`src/rtl/ctrl_pkg.sv`:
```
// Shared ISA constants, control-field encodings and the packed control word
// for the WISC-style instruction-control decoder.
package ctrl_pkg;

  localparam logic [4:0] OP_HALT  = 5'b00000;
  localparam logic [4:0] OP_NOP   = 5'b00001;
  localparam logic [4:0] OP_J     = 5'b00100;
  localparam logic [4:0] OP_JR    = 5'b00101;
  localparam logic [4:0] OP_JAL   = 5'b00110;
  localparam logic [4:0] OP_JALR  = 5'b00111;
  localparam logic [4:0] OP_ADDI  = 5'b01000;
  localparam logic [4:0] OP_SUBI  = 5'b01001;
  localparam logic [4:0] OP_XORI  = 5'b01010;
  localparam logic [4:0] OP_ANDNI = 5'b01011;
  localparam logic [4:0] OP_BEQZ  = 5'b01100;
  localparam logic [4:0] OP_BNEZ  = 5'b01101;
  localparam logic [4:0] OP_BLTZ  = 5'b01110;
  localparam logic [4:0] OP_BGEZ  = 5'b01111;
  localparam logic [4:0] OP_ST    = 5'b10000;
  localparam logic [4:0] OP_LD    = 5'b10001;
  localparam logic [4:0] OP_SLBI  = 5'b10010;
  localparam logic [4:0] OP_STU   = 5'b10011;
  localparam logic [4:0] OP_ROLI  = 5'b10100;
  localparam logic [4:0] OP_SLLI  = 5'b10101;
  localparam logic [4:0] OP_RORI  = 5'b10110;
  localparam logic [4:0] OP_SRLI  = 5'b10111;
  localparam logic [4:0] OP_LBI   = 5'b11000;
  localparam logic [4:0] OP_BTR   = 5'b11001;
  localparam logic [4:0] OP_RSHFT = 5'b11010;
  localparam logic [4:0] OP_RALU  = 5'b11011;
  localparam logic [4:0] OP_SEQ   = 5'b11100;
  localparam logic [4:0] OP_SLT   = 5'b11101;
  localparam logic [4:0] OP_SLE   = 5'b11110;
  localparam logic [4:0] OP_SCO   = 5'b11111;

  typedef enum logic [2:0] {
    ALU_ADD  = 3'b000,
    ALU_ANDN = 3'b001,
    ALU_XOR  = 3'b010,
    ALU_OR   = 3'b011,
    ALU_ROL  = 3'b100,
    ALU_SLL  = 3'b101,
    ALU_ROR  = 3'b110,
    ALU_SRL  = 3'b111
  } alu_op_e;

  typedef enum logic [3:0] {
    EXT_NONE  = 4'b0000,
    EXT_SEQ   = 4'b0001,
    EXT_SLT   = 4'b0010,
    EXT_SLE   = 4'b0011,
    EXT_SCO   = 4'b0100,
    EXT_BTR   = 4'b0101,
    EXT_PASSB = 4'b0110,
    EXT_SLBI  = 4'b0111
  } alu_ext_e;

  typedef enum logic [1:0] {
    OPB_RT   = 2'b00,
    OPB_IMM5 = 2'b01,
    OPB_IMM8 = 2'b10,
    OPB_ZERO = 2'b11
  } opb_sel_e;

  typedef enum logic [1:0] {
    DST_4_2  = 2'b00,
    DST_7_5  = 2'b01,
    DST_10_8 = 2'b10,
    DST_R7   = 2'b11
  } dst_sel_e;

  typedef struct packed {
    alu_op_e  alu_op;
    alu_ext_e alu_op_ext;
    opb_sel_e sel_alu_opB;
    dst_sel_e sel_reg_dst;
    logic     Cin;
    logic     invA;
    logic     invB;
    logic     sign;
    logic     beqz;
    logic     bnez;
    logic     bltz;
    logic     bgez;
    logic     jump;
    logic     sel_pc_opA;
    logic     sel_pc_opB;
    logic     halt;
    logic     mem_write;
    logic     reg_write;
    logic     sel_wb;
  } ctrl_word_t;

endpackage

```
`src/rtl/ctrl_decode_comb.sv`:
```
// Combinational opcode/function decode into the packed control word.
module ctrl_decode_comb
  import ctrl_pkg::*;
(
  input  logic [4:0] opcode,
  input  logic [1:0] op_ext,
  output ctrl_word_t cw
);

  always_comb begin
    cw = '0;
    case (opcode)
      OP_HALT: cw.halt = 1'b1;
      OP_ADDI, OP_SUBI: begin
        cw.alu_op      = ALU_ADD;
        cw.sel_alu_opB = OPB_IMM5;
        cw.sel_reg_dst = DST_7_5;
        cw.sign        = 1'b1;
        cw.reg_write   = 1'b1;
        cw.invA        = (opcode == OP_SUBI);
        cw.Cin         = (opcode == OP_SUBI);
      end
      OP_XORI, OP_ANDNI: begin
        cw.alu_op      = (opcode == OP_XORI) ? ALU_XOR : ALU_ANDN;
        cw.invB        = (opcode == OP_ANDNI);
        cw.sel_alu_opB = OPB_IMM5;
        cw.sel_reg_dst = DST_7_5;
        cw.reg_write   = 1'b1;
      end
      OP_ROLI, OP_SLLI, OP_RORI, OP_SRLI: begin
        cw.alu_op      = alu_op_e'({1'b1, opcode[1:0]});
        cw.sel_alu_opB = OPB_IMM5;
        cw.sel_reg_dst = DST_7_5;
        cw.reg_write   = 1'b1;
      end
      OP_ST, OP_STU: begin
        cw.sel_alu_opB = OPB_IMM5;
        cw.sign        = 1'b1;
        cw.mem_write   = 1'b1;
        // STU also writes the updated base back to Rs
        cw.reg_write   = (opcode == OP_STU);
        cw.sel_reg_dst = (opcode == OP_STU) ? DST_10_8 : DST_4_2;
      end
      OP_LD: begin
        cw.sel_alu_opB = OPB_IMM5;
        cw.sel_reg_dst = DST_7_5;
        cw.sign        = 1'b1;
        cw.reg_write   = 1'b1;
        cw.sel_wb      = 1'b1;
      end
      OP_SLBI, OP_LBI: begin
        cw.alu_op_ext  = (opcode == OP_SLBI) ? EXT_SLBI : EXT_PASSB;
        cw.sign        = (opcode == OP_LBI);
        cw.sel_alu_opB = OPB_IMM8;
        cw.sel_reg_dst = DST_10_8;
        cw.reg_write   = 1'b1;
      end
      OP_BTR: begin
        cw.alu_op_ext = EXT_BTR;
        cw.reg_write  = 1'b1;
      end
      OP_RALU: begin
        cw.reg_write = 1'b1;
        case (op_ext)
          2'b00:   cw.alu_op = ALU_ADD;
          2'b01: begin
            cw.alu_op = ALU_ADD;
            cw.invA   = 1'b1;
            cw.Cin    = 1'b1;
          end
          2'b10:   cw.alu_op = ALU_XOR;
          default: begin
            cw.alu_op = ALU_ANDN;
            cw.invB   = 1'b1;
          end
        endcase
      end
      OP_RSHFT: begin
        cw.alu_op    = alu_op_e'({1'b1, op_ext});
        cw.reg_write = 1'b1;
      end
      OP_SEQ, OP_SLT, OP_SLE: begin
        cw.alu_op_ext = alu_ext_e'({2'b00, opcode[1:0]} + 4'd1);
        cw.invB       = 1'b1;
        cw.Cin        = 1'b1;
        cw.reg_write  = 1'b1;
      end
      OP_SCO: begin
        cw.alu_op_ext = EXT_SCO;
        cw.reg_write  = 1'b1;
      end
      OP_BEQZ: begin cw.beqz = 1'b1; cw.sign = 1'b1; end
      OP_BNEZ: begin cw.bnez = 1'b1; cw.sign = 1'b1; end
      OP_BLTZ: begin cw.bltz = 1'b1; cw.sign = 1'b1; end
      OP_BGEZ: begin cw.bgez = 1'b1; cw.sign = 1'b1; end
      OP_J, OP_JAL: begin
        cw.jump        = 1'b1;
        cw.sel_pc_opB  = 1'b1;
        cw.reg_write   = (opcode == OP_JAL);
        cw.sel_reg_dst = (opcode == OP_JAL) ? DST_R7 : DST_4_2;
      end
      OP_JR, OP_JALR: begin
        cw.jump        = 1'b1;
        cw.sel_pc_opA  = 1'b1;
        cw.sign        = 1'b1;
        cw.reg_write   = (opcode == OP_JALR);
        cw.sel_reg_dst = (opcode == OP_JALR) ? DST_R7 : DST_4_2;
      end
      default: cw = '0;
    endcase
  end

endmodule

```
`src/rtl/ctrl_decoder.sv`:
```
// Registered instruction-control decoder: one cycle from opcode/op_ext to
// control outputs; async reset yields the all-zero NOP word.
module ctrl_decoder
  import ctrl_pkg::*;
(
  input  logic       clk,
  input  logic       rst_n,
  input  logic [4:0] opcode,
  input  logic [1:0] op_ext,
  output logic [2:0] alu_op,
  output logic [3:0] alu_op_ext,
  output logic [1:0] sel_alu_opB,
  output logic [1:0] sel_reg_dst,
  output logic       Cin,
  output logic       invA,
  output logic       invB,
  output logic       sign,
  output logic       beqz,
  output logic       bnez,
  output logic       bltz,
  output logic       bgez,
  output logic       jump,
  output logic       sel_pc_opA,
  output logic       sel_pc_opB,
  output logic       halt,
  output logic       mem_write,
  output logic       reg_write,
  output logic       sel_wb
);

  ctrl_word_t cw_d;
  ctrl_word_t cw_q;

  ctrl_decode_comb u_decode (
    .opcode (opcode),
    .op_ext (op_ext),
    .cw     (cw_d)
  );

  always_ff @(posedge clk or negedge rst_n) begin
    if (!rst_n) cw_q <= '0;
    else        cw_q <= cw_d;
  end

  assign alu_op      = cw_q.alu_op;
  assign alu_op_ext  = cw_q.alu_op_ext;
  assign sel_alu_opB = cw_q.sel_alu_opB;
  assign sel_reg_dst = cw_q.sel_reg_dst;
  assign Cin         = cw_q.Cin;
  assign invA        = cw_q.invA;
  assign invB        = cw_q.invB;
  assign sign        = cw_q.sign;
  assign beqz        = cw_q.beqz;
  assign bnez        = cw_q.bnez;
  assign bltz        = cw_q.bltz;
  assign bgez        = cw_q.bgez;
  assign jump        = cw_q.jump;
  assign sel_pc_opA  = cw_q.sel_pc_opA;
  assign sel_pc_opB  = cw_q.sel_pc_opB;
  assign halt        = cw_q.halt;
  assign mem_write   = cw_q.mem_write;
  assign reg_write   = cw_q.reg_write;
  assign sel_wb      = cw_q.sel_wb;

endmodule

```
`config.mk`:
```
export PLATFORM = sky130hd
export DESIGN_NAME = ctrl_decoder
export DESIGN_NICKNAME = d
export VERILOG_FILES = /design/src/rtl/ctrl_pkg.sv /design/src/rtl/ctrl_decode_comb.sv /design/src/rtl/ctrl_decoder.sv
export SDC_FILE = /design/constraint.sdc
export NUM_CORES = 1
export LEC_CHECK = 0
export CORE_MARGIN = 2
export CORE_UTILIZATION = 46
export DETAILED_ROUTE_END_ITERATION = 8
export PLACE_DENSITY = 0.78
export SETUP_SLACK_MARGIN = 0.4
export SYNTH_ARGS = -nofsm -noshare
export SYNTH_HDL_FRONTEND = slang
export SYNTH_SLANG_ARGS = --single-unit
```
`constraint.sdc`:
```
create_clock -name clk -period 0.8 [get_ports clk]
set_input_delay 0.12 -clock clk [delete_from_list [all_inputs] [get_ports clk]]
set_output_delay 0.12 -clock clk [all_outputs]
set_load 0.005 [all_outputs]
```
==> GITHUB_STEP_SUMMARY, run 1 <==
## PnR job results

| Metric | Value |
|---|---|
| Aoi/oai-family share of the synthesized area | 12.5% |
| Flop pwr share | about 46% |
| HP Class | in2async |
| Max Used Layer | met4 |
| DRC viols | 0 |
| Final setup TNS | -9.88 ns |
| Achievable frequency | 822 MHz |
| Vias in the first global route | 1382 |
| Mapped Area | 0.00120 mm^2 |
| Top cell type by total area after synthesis | dfrtp_1 |
| Detailed Place HPWL | 2570 um |
| Top cells excl fill/tap | buf_4 (42), dfrtp_1 (25), buf_2 (25), buf_6 (22), nand2_1 (8) |
| Number of tapcells | 30 |
| Power Density | 1270 mW/mm^2 |
| Nets | 228 |
| Post-synth cell types | 37 |
| Yosys reg bits | 25 |
| Sequential cells | 25 |
| Multi-In Gates | approximately 80 |
| Logic gate share of total power | 34.0% |
| Met3 Usage GRT | 5.11% |
| Drt wl/cell | 24.1 um |
| IO Port Bufs | 33 |
| H-tree levels | 1 |
| Cts hold-fix bufs | 0 |
| Top cells by area | dfrtp_1 (52%), nor2_1 (4.4%), ha_1 (4.2%) |
| Logic share of the area | around 33% |
| Hold Vio Cnt, Final | 0 |
| Seq. pwr | 1.34 mW |
| Ys cells | around 120 |
| P_int | 2.00 mW |
| Remaining antenna violation count | 0 |
| CP endpoint | reg_write$_DFF_PN0_ |
| Adders+Majority by Area | approximately 4.2% |
| Status | complete, but fails checks |
| Combinational gate power | 0.992 mW |
| Clock root buffer | clkbuf_4 |
| Row count | 18 |
| Gate Area | 749 um^2 |
| Crit Path Category | in2reg |
| Fin area | between 0.002 and 0.0025 mm^2 |
| Gr busiest metal | met2 |
| TritonCTS Buffers | 3 |
| CP endpoint kind | flop |
| DIE HEIGHT | 55.0 um |
| Critical path origin | opcode[1] |
| Layout area overhead | 91.7% |
| Non-clk buf share | around a third |
| Crit path DRT | just over 1 ns |
| First-pass GRT wire length | 7040 um |
| Ports | 35 |
| Leading cell kind | non-clock buffers |
| Worst-path clk slew | 0.15 ns |
| Mux area share | ~2.5% |
| Synth warn | 0 |
| Final Setup Violations | between 40 and 50 |
| CTS Sinks | 25 |
| Mapped Cells | between 100 and 150 |
| Slew Viols, Final | 0 |
| Synth Area in XOR/XNOR | 0% |
| Top logic family | simple AND/OR/NAND/NOR gates |
| Most numerous logic cell after layout | buf_4 |
| DR pass1 iterations | 4 |
| Layout cells sized above 1 | 66.8% |
| Fill count | 82 |
| Tmin final | 1.22 ns |
| Routing usage on met2 | between 50 and 60% |
| CP Max Fanout | 3 |
| Lkg Pwr | 1.16 nW |
| Die area | 0.00303 mm^2 |
| Via/cell ratio | ~6.0 |
| Synth Net Count | roughly 130 |
| Failing checks | setup timing |
| DIE WIDTH | 55.0 um |
| Final Wtd Congestion | 0.836 |
| CP arrival | 1.43 ns |
| Final WS setup | -0.417 ns |
| Routing usage on met1 | 42.5% |
| Met3 routed WL | around 400 um |
| Chip Area, Yosys | 0.00120 mm^2 |
| 1st-iter DRT viols | 61 |
| CTS tree | done |
| Plain + repair buffers | a little under 100 |
| M1 wire length | approximately 2300 um |
| Critical Path Start Type | input pin |
| Clk buf depth | 2 |
| Max Cap Viol | 0 |
| Net Sw Frac | 31.3% |
| Sw power | 0.912 mW |
| Total Power | 2.92 mW |
| Placed cell area | slightly below 0.002 mm^2 |
| Clock network share of area | under 10% |
| Unrepaired setup endpoints after global routing | true |
| Core Area | around 0.0025 mm^2 |
| Initial antenna violation count | 0 |
| WL met2 | slightly below 3000 um |
| Top cell area share | 52.2% |
| Global Route Usage Sum | around 34% |
| Simple share | 21.5% |
| Stage-log warning count | 32 |
| Antenna Cells | 0 |
| Syn Area/Cell | 9.90 um^2 |
| Pwr top | sequential cells |
| GRT overflow | 0 |
| Sequential share of cell area | 27.2% |
| Final worst-path cycle share | 152% |
| Clkbuf count | 3 |
| Post-synth seq share | 52.2% |
| FP Core Util | 48.3% |
| VDD IR max | 1.31 mV |
| Non-clock inverter count | 6 |
| Sequential cell area | 626 um^2 |
| Pin count of the biggest net entering global routing | 26 |
-- run 1: synthesized netlist by cell type, drive strengths merged --
| library cell | number |
|---|---|
| or2 | 1 |
| nor4b | 1 |
| nand4b | 1 |
| nand2 | 10 |
| nor4 | 1 |
| nor2 | 14 |
| a22oi | 1 |
| o32ai | 1 |
| dfrtp | 25 |
| and3 | 2 |
| nand4 | 1 |
| or3 | 2 |
| ha | 4 |
| a21boi | 1 |
| nand3 | 2 |
| buf | 9 |
| o221ai | 1 |
| nand2b | 6 |
| conb | 1 |
| mux2i | 3 |
| o311ai | 1 |
| a32oi | 1 |
| o22ai | 4 |
| inv | 6 |
| a21o | 2 |
| a21oi | 4 |
| clkbuf | 1 |
| nor3 | 5 |
| o21ai | 6 |
| a2bb2oi | 1 |
| and4 | 1 |
| nor2b | 2 |
-- run 1: flip-flops by register name, indices dropped and copies added (netlist names), 2 cells and up --
| name | count |
|---|---|
| alu_op | 3 |
| alu_op_ext | 3 |
| sel_alu_opB | 2 |
| sel_reg_dst | 2 |
-- run 1: critical path, cell delays in order --
cell and delay (ns):
buf_6 0.10, buf_8 0.13, buf_6 0.13, ha_4 0.17
buf_6 0.13, mux2i_1 0.25, o22ai_4 0.13, nor3_4 0.18
nand3_2 0.09
-- run 1: through the flow --
step	hold WS, ns	cells	utilization (%)	setup WS (ns)
6_report	0.142	244	92.7	-0.417
5_1_grt	0.145	244	92.7	-0.478
4_1_cts	0.134	237	87.0	-0.320
3_5_place_dp	0.492	219	78.5	-1.16
3_3_place_gp	0.488	219	78.5	-1.09
2_1_floorplan	-0.176	121	-	-0.480
-- run 1: what timing repair did --
item	CTS	global route
setup endpoints to repair	50	50
pin swaps	23	13
resized	164	25
buffers inserted	14	7
run_1/m4.png
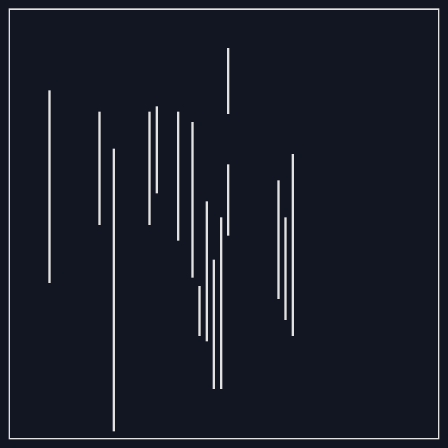
16 nets have wire on it. The wires run mostly vertical. The layer carries 266 um of wire.
Vias: 1473
Post-Route WL: 5890 um

run_1/class_map.png
Scale bar: 20 um.
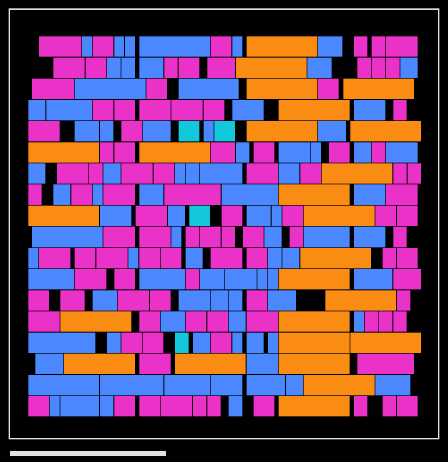
Key: remaining logic cells = blue [cells 86, share of their area 35%]; remaining buffers and delay cells = magenta [cells 99, share of their area 36%]; registers = orange [cells 25, share of their area 28%]; clock drivers and dummy loads = cyan [cells 4, share of their area 1.2%]

run_1/clock_wires.png
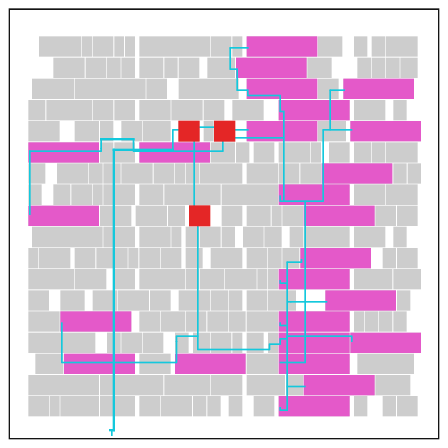
Key: clock-net drivers = red [count 3]; clock wires = cyan [length 284 um]; flip-flops = magenta [count 25]
There are 4 routed clock nets. Position of the flops: spread over the die.
clock network power: 0.584 mW
Clock Power Share: 20.0%

==> run 1 -> run 2 <==
--- a/config.mk
+++ b/config.mk
@@ -5,6 +5,7 @@
 export SDC_FILE = /design/constraint.sdc
 export NUM_CORES = 1
 export LEC_CHECK = 0
+export ABC_AREA = 1
 export CORE_MARGIN = 2
 export CORE_UTILIZATION = 46
 export DETAILED_ROUTE_END_ITERATION = 8
run_2/clock_wires.png
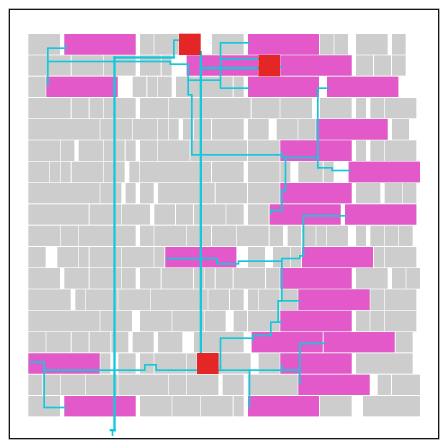
Key: clock wires = cyan [length 330 um]; flip-flops = magenta [count 25]; clock-net drivers = red [count 3]
Position of the flops: spread over the die.

==> run 2 against run 1 <==
The flow still finishes with violations (setup timing). Synthesized cell count increased by 13%. Sequential share of layout area decreased by 0.40 points. Maximum frequency up 19%. Clock power rose by 3.8%. Die size fell by 1.2%. Sequential power about the same. Utilization up 2.2 points. Via count is 0.41% higher.
==> GITHUB_STEP_SUMMARY, run 2 <==
## PnR job results

| Metric | Value |
|---|---|
| Routing usage on met2 | 60.9% |
| Layout area overhead | 97.0% |
| Post-synth seq share | 52.9% |
| Final worst-path cycle share | 128% |
| Row count | 18 |
| Hold Vio Cnt, Final | 0 |
| Dominant flop cell | dfrtp_1 |
| Status | complete, but fails checks |
| Slew Viols, Final | 0 |
| 1st-iter DRT viols | between 60 and 70 |
| Crit Path Category | reg2out |
| FP Core Util | 48.2% |
| Synth warn | 0 |
| Unrepaired setup endpoints after global routing | true |
| Top cells excl fill/tap | buf_6 (27), buf_2 (26), dfrtp_1 (25), buf_4 (17), nor2_4 (15) |
| Crit path cell chain | buf_2 |
| Vias | 1479 |
| Max Used Layer | met4 |
| Top cell type by total area after synthesis | dfrtp_1 |
| Vias in the first global route | roughly 1400 |
| Antenna Cells | 0 |
| Remaining antenna violation count | 0 |
| Achievable frequency | 977 MHz |
| Max Cap Viol | 0 |
| Most numerous logic cell after layout | buf_6 |
| Post-Layout Cell Count | between 200 and 250 |
| CP arrival | around 0.9 ns |
| VDD IR max | 1.50 mV |
| HP Class | in2async |
| Final core utilization | a little over nine tenths |
| Pin count of the biggest net entering global routing | 26 |
| Syn Area/Cell | 8.63 um^2 |
| Routing usage on met1 | 40.7% |
| CTS tree | done |
| Ys cells | 137 |
| Post-synth cell types | 21 |
| Power Density | 1220 mW/mm^2 |
| DIE HEIGHT | 54.7 um |
| CP endpoint kind | output pin |
| Drt wl/cell | between 20 and 25 um |
| Clock root buffer | clkbuf_4 |
| CP bufs+invs | 1 |
| Async S/R FF share, synth | 100% |
| Ports | 35 |
| Clk buf depth | 2 |
| Top cells by area | dfrtp_1 (53%), nand2_1 (7.3%), nor2_1 (7.0%) |
| Post-Route WL | 6020 um |
| Top cells by count, synth | dfrtp_1 (25), nand2_1 (23), nor2_1 (22) |
| Crit path DRT | 0.68 ns |
| Global Route Usage Sum | 35.3% |
| DR pass1 iterations | 4 |
| Fin area | 0.00233 mm^2 |
| Worst-path clk slew | 0.14 ns |
| Mapped Cells | 137 |
| Gr busiest metal | met2 |
| Placed cell count | 228 |
| Failing checks | setup timing |
| Final hold slack | 0.114 ns |
| Stage-log warning count | 32 |
| Core Area | around 0.0025 mm^2 |
| WL met2 | approximately 2900 um |
| GRT overflow | 0 |
| Final setup TNS | -5.25 ns |
| EDFF count, synth | 0 |
| Lkg Pwr | 1.23 nW |
| TritonCTS Buffers | 3 |
| Placement Setup Slack | -0.802 ns |
| Die area | 0.00299 mm^2 |
| Initial antenna violation count | 0 |
| Slowest CP cell | dfrtp_1 |
| IO Port Bufs | 33 |
| Yosys reg bits | 25 |
| H-tree levels | 1 |
| DRC viols | 0 |
| Final WS setup | -0.224 ns |
| Tmin final | around 1 ns |
| First-pass GRT wire length | 7130 um |
| Final Wtd Congestion | 0.910 |
| Top cell area share | 52.9% |
| Detailed Place HPWL | 2220 um |
| M1 wire length | roughly 2200 um |
| Top-count cell post-synth | dfrtp_1 |
| Mapped Area | 0.00118 mm^2 |
| Final Setup Violations | 36 |
| Critical path's top delay family | flip-flops |
run_2/class_map.png
Scale bar: 20 um.
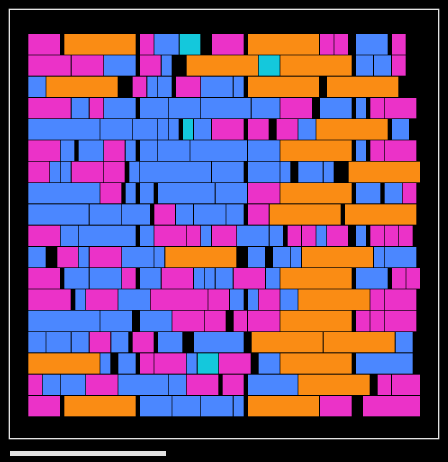
Key: remaining logic cells = blue [cells 111, share of their area 42%]; remaining buffers and delay cells = magenta [cells 78, share of their area 29%]; clock drivers and dummy loads = cyan [cells 4, share of their area 1.1%]; registers = orange [cells 25, share of their area 27%]

-- run 2: cell count changes after synthesis, moves of 6 or more --
cell      before  now
nand2_1       10   23
nand3_1        2   13
inv_1          6   15
nor2_1        14   22
buf_2          7    0
nand2b_1       6    0
-- run 2: what timing repair did --
item | CTS | global route
pin swaps | 39 | 27
hold buffers | 0 | 0
endpoints found under the setup margin | 50 | 50
cloned | 1 | 0
hold endpoints to repair | 0 | 0
setup buffers | 7 | 8
resized | 210 | 42
-- run 2: worst max-delay path by stage --
stage	from	end	slack, ns	depth (start not counted)
global placement	opcode[1]	reg_write$_DFF_PN0_	-0.78	9
detailed placement	opcode[0]	reg_write$_DFF_PN0_	-0.80	9
finish	bltz$_DFF_PN0_	bltz	-0.22	1
floorplan	opcode[0]	reg_write$_DFF_PN0_	-0.16	8
CTS	alu_op[1]$_DFF_PN0_	alu_op[1]	-0.15	1
global route	opcode[1]	reg_write$_DFF_PN0_	-0.26	9
-- run 2: cell type report --
type | instances | area (um^2) | share of cell area (%)
Multi-Input combinational cell | 90 | 848 | 36.4
Tap cell | 30 | 37.5 | 1.61
Inverter | 20 | 110 | 4.73
Clock buffer | 4 | 26.3 | 1.13
Timing Repair inverter | 1 | 7.51 | 0.322
Timing Repair Buffer | 78 | 674 | 28.9
Sequential cell | 25 | 626 | 26.9
-- run 2: cell families (layout without fill, tap and decap cells) --
logic type | after synthesis | after routing | synth area share [%]
flops | 25 | 25 | 52.9
buf+inv | 22 | 103 | 7.94
compound gates | 9 | 9 | 3.91
simple gates | 76 | 76 | 30.7
fa+ha+maj | 4 | 4 | 4.23
other cells | 1 | 1 | 0.317
-- run 2: report_power, final --
part	switching (mW)	internal [mW]
logic	0.497	0.385
registers	0.0189	1.33
clock network	0.409	0.197
total	0.925	1.91
Power and IR drop assume default switching activity.
